**Power grid**

The bar under the picture is 20 µm long. Pins as bars on the die edge. Tap cells in grey.
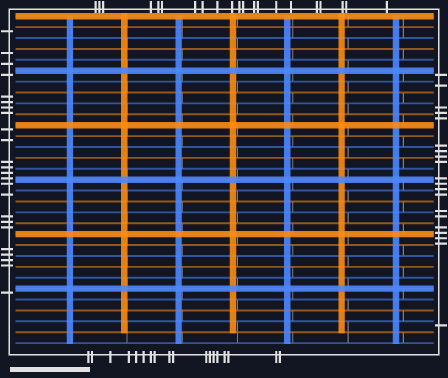
**Cells coloured by class**

The bar under the picture is 20 µm long.
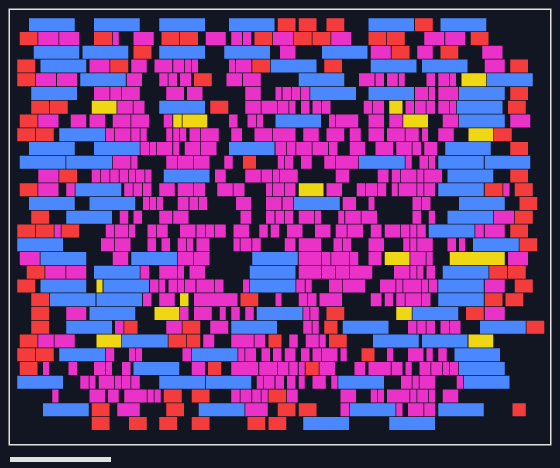
**Clock distribution**

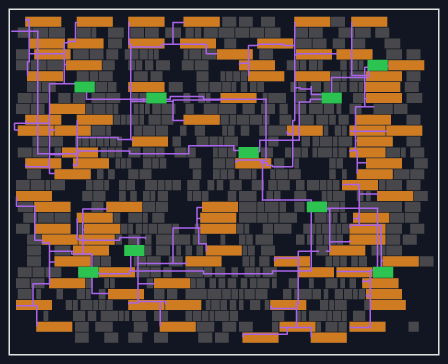
**config.mk**
```make
export PLATFORM = sky130hd
export DESIGN_NAME = satisfaction_scan_controller_flat
export DESIGN_NICKNAME = d
export VERILOG_FILES = /design/src/rtl/satisfaction_scan_controller_if.sv /design/src/rtl/satisfaction_scan_controller.sv /design/src/flat_wrapper.sv
export SDC_FILE = /design/constraint.sdc
export NUM_CORES = 1
export LEC_CHECK = 0
export CORE_ASPECT_RATIO = 0.8
export CORE_UTILIZATION = 58
export DETAILED_ROUTE_END_ITERATION = 10
export PLACE_DENSITY_LB_ADDON = 0.1
export SLEW_MARGIN = 20
export SYNTH_ARGS = -nofsm -noshare
export SYNTH_HDL_FRONTEND = slang
export SYNTH_SLANG_ARGS = --single-unit
```
**constraint.sdc**
```tcl
create_clock -name clk -period 4.5 [get_ports clk]
set_clock_uncertainty 0.1 [all_clocks]
set_input_delay 0.45 -clock clk [delete_from_list [all_inputs] [get_ports clk]]
set_output_delay 0.45 -clock clk [all_outputs]
set_load 0.02 [all_outputs]
```
**src/rtl/satisfaction_scan_controller_if.sv**
```systemverilog
// Handshake and detector bundle between a scan master, the scan
// controller and the shared satisfaction detector.
interface satisfaction_scan_controller_if;
    logic        start;
    logic        abort;
    logic [31:0] expected_table;
    logic [4:0]  det_vec;
    logic        det_result;
    logic        busy;
    logic        done;
    logic [31:0] truth_table;
    logic [5:0]  ones_count;
    logic        mismatch;

    modport master (
        output start, abort, expected_table, det_result,
        input  det_vec, busy, done, truth_table, ones_count, mismatch
    );

    modport slave (
        input  start, abort, expected_table, det_result,
        output det_vec, busy, done, truth_table, ones_count, mismatch
    );
endinterface

```
**src/rtl/satisfaction_scan_controller.sv**
```systemverilog
// Steps a combinational satisfaction detector through all 32 input
// vectors, builds its truth table and compares it with a golden one.
module satisfaction_scan_controller #(
    parameter int SETTLE_CYCLES = 2
) (
    input logic clk,
    input logic rst_n,
    satisfaction_scan_controller_if.slave bus
);
    localparam logic [7:0] SETTLE = 8'(SETTLE_CYCLES);

    typedef enum logic [1:0] {
        IDLE,
        HOLD,
        FINISH
    } state_e;

    state_e      state_q;
    logic [7:0]  cnt_q;
    logic [4:0]  vec_q;
    logic [31:0] truth_q;
    logic [31:0] exp_q;
    logic [5:0]  ones_q;
    logic        busy_q;
    logic        done_q;
    logic        mis_q;

    logic        last_hold;
    logic [31:0] truth_d;
    logic [5:0]  ones_d;

    assign last_hold = (cnt_q == SETTLE);

    // Table and count as they become after sampling the current vector
    always_comb begin
        truth_d         = truth_q;
        truth_d[vec_q]  = bus.det_result;
        ones_d          = ones_q + {5'd0, bus.det_result};
    end

    always_ff @(posedge clk or negedge rst_n) begin
        if (!rst_n) begin
            state_q <= IDLE;
            cnt_q   <= '0;
            vec_q   <= '0;
            truth_q <= '0;
            exp_q   <= '0;
            ones_q  <= '0;
            busy_q  <= 1'b0;
            done_q  <= 1'b0;
            mis_q   <= 1'b0;
        end else begin
            unique case (state_q)
                IDLE: begin
                    done_q <= 1'b0;
                    if (bus.start && !bus.abort) begin
                        state_q <= HOLD;
                        busy_q  <= 1'b1;
                        truth_q <= '0;
                        ones_q  <= '0;
                        mis_q   <= 1'b0;
                        exp_q   <= bus.expected_table;
                        vec_q   <= '0;
                        cnt_q   <= '0;
                    end
                end
                HOLD: begin
                    if (bus.abort) begin
                        state_q <= IDLE;
                        busy_q  <= 1'b0;
                        vec_q   <= '0;
                        cnt_q   <= '0;
                    end else if (last_hold) begin
                        truth_q <= truth_d;
                        ones_q  <= ones_d;
                        cnt_q   <= '0;
                        if (vec_q == 5'd31) begin
                            state_q <= FINISH;
                            busy_q  <= 1'b0;
                            done_q  <= 1'b1;
                            mis_q   <= (truth_d != exp_q);
                            vec_q   <= '0;
                        end else begin
                            vec_q <= vec_q + 5'd1;
                        end
                    end else begin
                        cnt_q <= cnt_q + 8'd1;
                    end
                end
                FINISH: begin
                    done_q  <= 1'b0;
                    state_q <= IDLE;
                end
                default: begin
                    state_q <= IDLE;
                    busy_q  <= 1'b0;
                    done_q  <= 1'b0;
                end
            endcase
        end
    end

    assign bus.det_vec     = vec_q;
    assign bus.busy        = busy_q;
    assign bus.done        = done_q;
    assign bus.truth_table = truth_q;
    assign bus.ones_count  = ones_q;
    assign bus.mismatch    = mis_q;
endmodule

```
**src/flat_wrapper.sv**
```systemverilog
// flat-port wrapper written by rule: the top's interface ports become plain ports
module satisfaction_scan_controller_flat 
#(
    parameter int SETTLE_CYCLES = 2
)
  (clk, rst_n, bus_start, bus_abort, bus_expected_table, bus_det_result, bus_det_vec, bus_busy, bus_done, bus_truth_table, bus_ones_count, bus_mismatch);
  satisfaction_scan_controller_if bus_i ();
  input logic clk;
  input logic rst_n;
  input wire logic [$bits(bus_i.start)-1:0] bus_start;
  input wire logic [$bits(bus_i.abort)-1:0] bus_abort;
  input wire logic [$bits(bus_i.expected_table)-1:0] bus_expected_table;
  input wire logic [$bits(bus_i.det_result)-1:0] bus_det_result;
  output wire logic [$bits(bus_i.det_vec)-1:0] bus_det_vec;
  output wire logic [$bits(bus_i.busy)-1:0] bus_busy;
  output wire logic [$bits(bus_i.done)-1:0] bus_done;
  output wire logic [$bits(bus_i.truth_table)-1:0] bus_truth_table;
  output wire logic [$bits(bus_i.ones_count)-1:0] bus_ones_count;
  output wire logic [$bits(bus_i.mismatch)-1:0] bus_mismatch;
  assign bus_i.start = bus_start;
  assign bus_i.abort = bus_abort;
  assign bus_i.expected_table = bus_expected_table;
  assign bus_i.det_result = bus_det_result;
  assign bus_det_vec = bus_i.det_vec;
  assign bus_busy = bus_i.busy;
  assign bus_done = bus_i.done;
  assign bus_truth_table = bus_i.truth_table;
  assign bus_ones_count = bus_i.ones_count;
  assign bus_mismatch = bus_i.mismatch;
  satisfaction_scan_controller #(.SETTLE_CYCLES(SETTLE_CYCLES)) u_core (.clk(clk), .rst_n(rst_n), .bus(bus_i));
endmodule
```
==> Changelog: implementation <==
### Changed

- Result of the run: finished, final reports clean
- Post-synthesis compound-gate area fraction: 0.147
- Internal power: 0.00133 W
- Net count after synthesis: 580
- Tally of max-capacitance violations: 0
- Iter 0 DRT Violations: 382
- H-tree depth: 3
- Post-place setup slack: 1.56 ns
- Lkg Pwr: 2.51 nW
- Setup violations, final: 0
- Fmax: 0.323 GHz
- Arrival time of the worst setup path: 3.25 ns
- Synth top cell by count: sky130_fd_sc_hd__dfrtp_1
- I/O Buffers: 82
- Global-route wire length before repair: 21.7 mm
- Power of the combinational group: 0.000413 W
- Number of CTS-inserted buffers: 9
- Cts-stage hold buffer count: 0
- Residual antenna-violating net count after detailed routing: 0
- Maximum ir drop on the vdd rail: 243 µV
- Synth unique cells: 53
- Global route overflow: 0
- Normalized max-slew margin: 0.303
- Total via count in the routed design: 4484
- Part of the total power dissipated in sequential elements: 0.497
- Critical Path End Type: flop
- Cell type with the largest total area after synthesis: sky130_fd_sc_hd__dfrtp_1
- Count of endpoints failing hold in the final timing report: 0
- CTS root buffer: sky130_fd_sc_hd__clkbuf_8
- Sw frac: 0.310
- Register share after synthesis: 0.432
- Area added between synthesis and finish: 20.9%
- Clock sink count: 88
- Share of async-settable or async-resettable flops after synthesis: 1.00
- Synth Area in Adders: 0.0221
- Number of buffers added for setup after CTS: 0
- Sum of net half-perimeters after detailed placement: 9.36 mm
- Share of synthesized area spent on multiplexers: 0.0954
- Vertical extent of the die: 85.9 µm
- Synth Cell Area: 0.00510 mm²
- Fin crit share: 0.688
- Least setup slack across all paths after layout: 1.40 ns
- Path category of the worst min-delay check: input port to async pin
- Final sum of negative setup slack: 0 ns
- Max-area cell share: 0.432
- Seq. pwr: 0.000960 W
- Core Region: 0.00852 mm²
- P_sw: 0.000598 W
- Tally of filler cells in the layout: 637
- Warnings from Yosys: 0
- Largest net degree at the start of global routing: 57
- CTS max path bufs: 2
- Routed length per placed instance: 19.1 µm
- Final Net Count: 644
- Reg clk slew, reported paths: 0.09 ns
- Kind of start point of the critical path: flop
- Tool warnings: 30
- Critical-path maximum fanout: 9
- Init Core Util: 0.599
- Post-synth area from yosys stat: 0.00510 mm²
- Dominant Register Cell: sky130_fd_sc_hd__dfrtp_1
Notes on 'power grid' above:
[orange] VDD
[blue] VSS
met5 straps: 6
met1 rails: 31
rows: 30
tap cells: 112
signal pins: 83

Notes on 'cells coloured by class' above:
[yellow] clock drivers and dummy loads | cells: 16 | share of their area: 3.3%
[red] other buffers and delay cells | cells: 90 | share of their area: 15%
[blue] flip-flops | cells: 88 | share of their area: 37%
[magenta] all other logic | cells: 409 | share of their area: 46%
cell row count: 30
Post-Layout Inst Area: 0.00617 mm²
fraction of area in registers: 0.357
final standard cell utilization of the core: 0.724

Notes on 'clock distribution' above:
[orange] flip-flops | count: 88
[purple] clock wires | length: 1110 µm
[green] cells driving clock nets | count: 9
flops lie: all over the die
routed clock nets: 10
worst skew pair latency: 0.38 ns
power consumed by the clock network: 0.000558 W
part of the total power dissipated in the clock network: 0.289

path summary, 6_finish.rpt:
check | slack, ns | cells after the start | to | start
worst max-delay path | 1.40 | 8 | u_core.bus.mismatch | u_core.bus.det_vec[0]
worst min-delay path | 0.002 | 1 | u_core.cnt_q[3] | rst_n
worst max register to register | 1.40 | 8 | u_core.bus.mismatch | u_core.bus.det_vec[0]
worst min register to register | 0.39 | 1 | u_core.bus.done | u_core.bus.done
max in group asynchronous | 3.38 | 2 | u_core.bus.truth_table[14] | rst_n
min in group clk | 0.39 | 1 | u_core.bus.done | u_core.bus.done
routing by layer:
layer / part of all wire / vias up / track usage
li1: - / 2060 / -
met1: 0.44 / 2151 / 0.445
met2: 0.45 / 254 / 0.472
met3: 0.10 / 19 / 0.0874
met4: 0.012 / 0 / 0.0735
met5: 0 / - / 0
final cells by class:
class / count / area (µm²) / share of cell area
inverters: 25 / 93.8 / 0.0152
multi-input cells: 384 / 2660 / 0.431
flip-flops and latches: 88 / 2200 / 0.357
well taps: 112 / 140 / 0.0227
clock inverters: 5 / 56.3 / 0.00913
repair buffers: 90 / 878 / 0.142
clock buffers: 11 / 141 / 0.0229
critical path, stage by stage (launching register included):
cell and delay (ns):
sky130_fd_sc_hd__dfrtp_1 0.45, sky130_fd_sc_hd__inv_1 0.12, sky130_fd_sc_hd__ha_1 0.46, sky130_fd_sc_hd__nor4bb_1 0.50
sky130_fd_sc_hd__mux2i_1 0.29, sky130_fd_sc_hd__xnor2_1 0.08, sky130_fd_sc_hd__or4_1 0.55, sky130_fd_sc_hd__nor4_1 0.30
sky130_fd_sc_hd__a31oi_1 0.12
cell usage in the layout (no fill, tap or decap), types with 8 or more instances in the layout:
cell type,Yosys,layout
sky130_fd_sc_hd__inv_1,24,24
sky130_fd_sc_hd__mux2_2,29,29
sky130_fd_sc_hd__o22ai_1,15,14
sky130_fd_sc_hd__nand2_1,36,36
sky130_fd_sc_hd__buf_4,3,9
sky130_fd_sc_hd__a21oi_1,26,26
sky130_fd_sc_hd__ha_1,9,9
sky130_fd_sc_hd__clkdlybuf4s50_1,0,81
sky130_fd_sc_hd__xor2_1,25,25
sky130_fd_sc_hd__nand3_1,22,22
sky130_fd_sc_hd__nand4_1,13,13
sky130_fd_sc_hd__xnor2_1,18,18
sky130_fd_sc_hd__mux2i_1,16,16
sky130_fd_sc_hd__o21ai_1,8,8
sky130_fd_sc_hd__nand4b_1,8,8
sky130_fd_sc_hd__dfrtp_1,88,88
sky130_fd_sc_hd__o21ai_0,47,47
sky130_fd_sc_hd__nor2_1,27,27
sky130_fd_sc_hd__clkbuf_8,0,10
through the flow:
stage               total power, W  instances  hold WS (ns)  area [µm²]
floorplan                  0.00121        534        0.0544        5100
global placement           0.00136        699         0.370        5970
detailed placement         0.00138        699         0.380        5970
CTS                        0.00193        715        0.0432        6170
global route               0.00201        715        0.0747        6170
finish                     0.00193        715       0.00211        6170
cell families (layout without fill, tap and decap cells):
group	count (synthesis)	in the layout
adder cells (fa/ha/maj)	9	9
flip-flops	88	88
AND/OR/NAND/NOR	161	161
multiplexers	45	45
XOR/XNOR	43	43
AND-OR/OR-AND	126	126
buffers and inverters	62	131
Power is estimated from default activity; no workload was simulated.
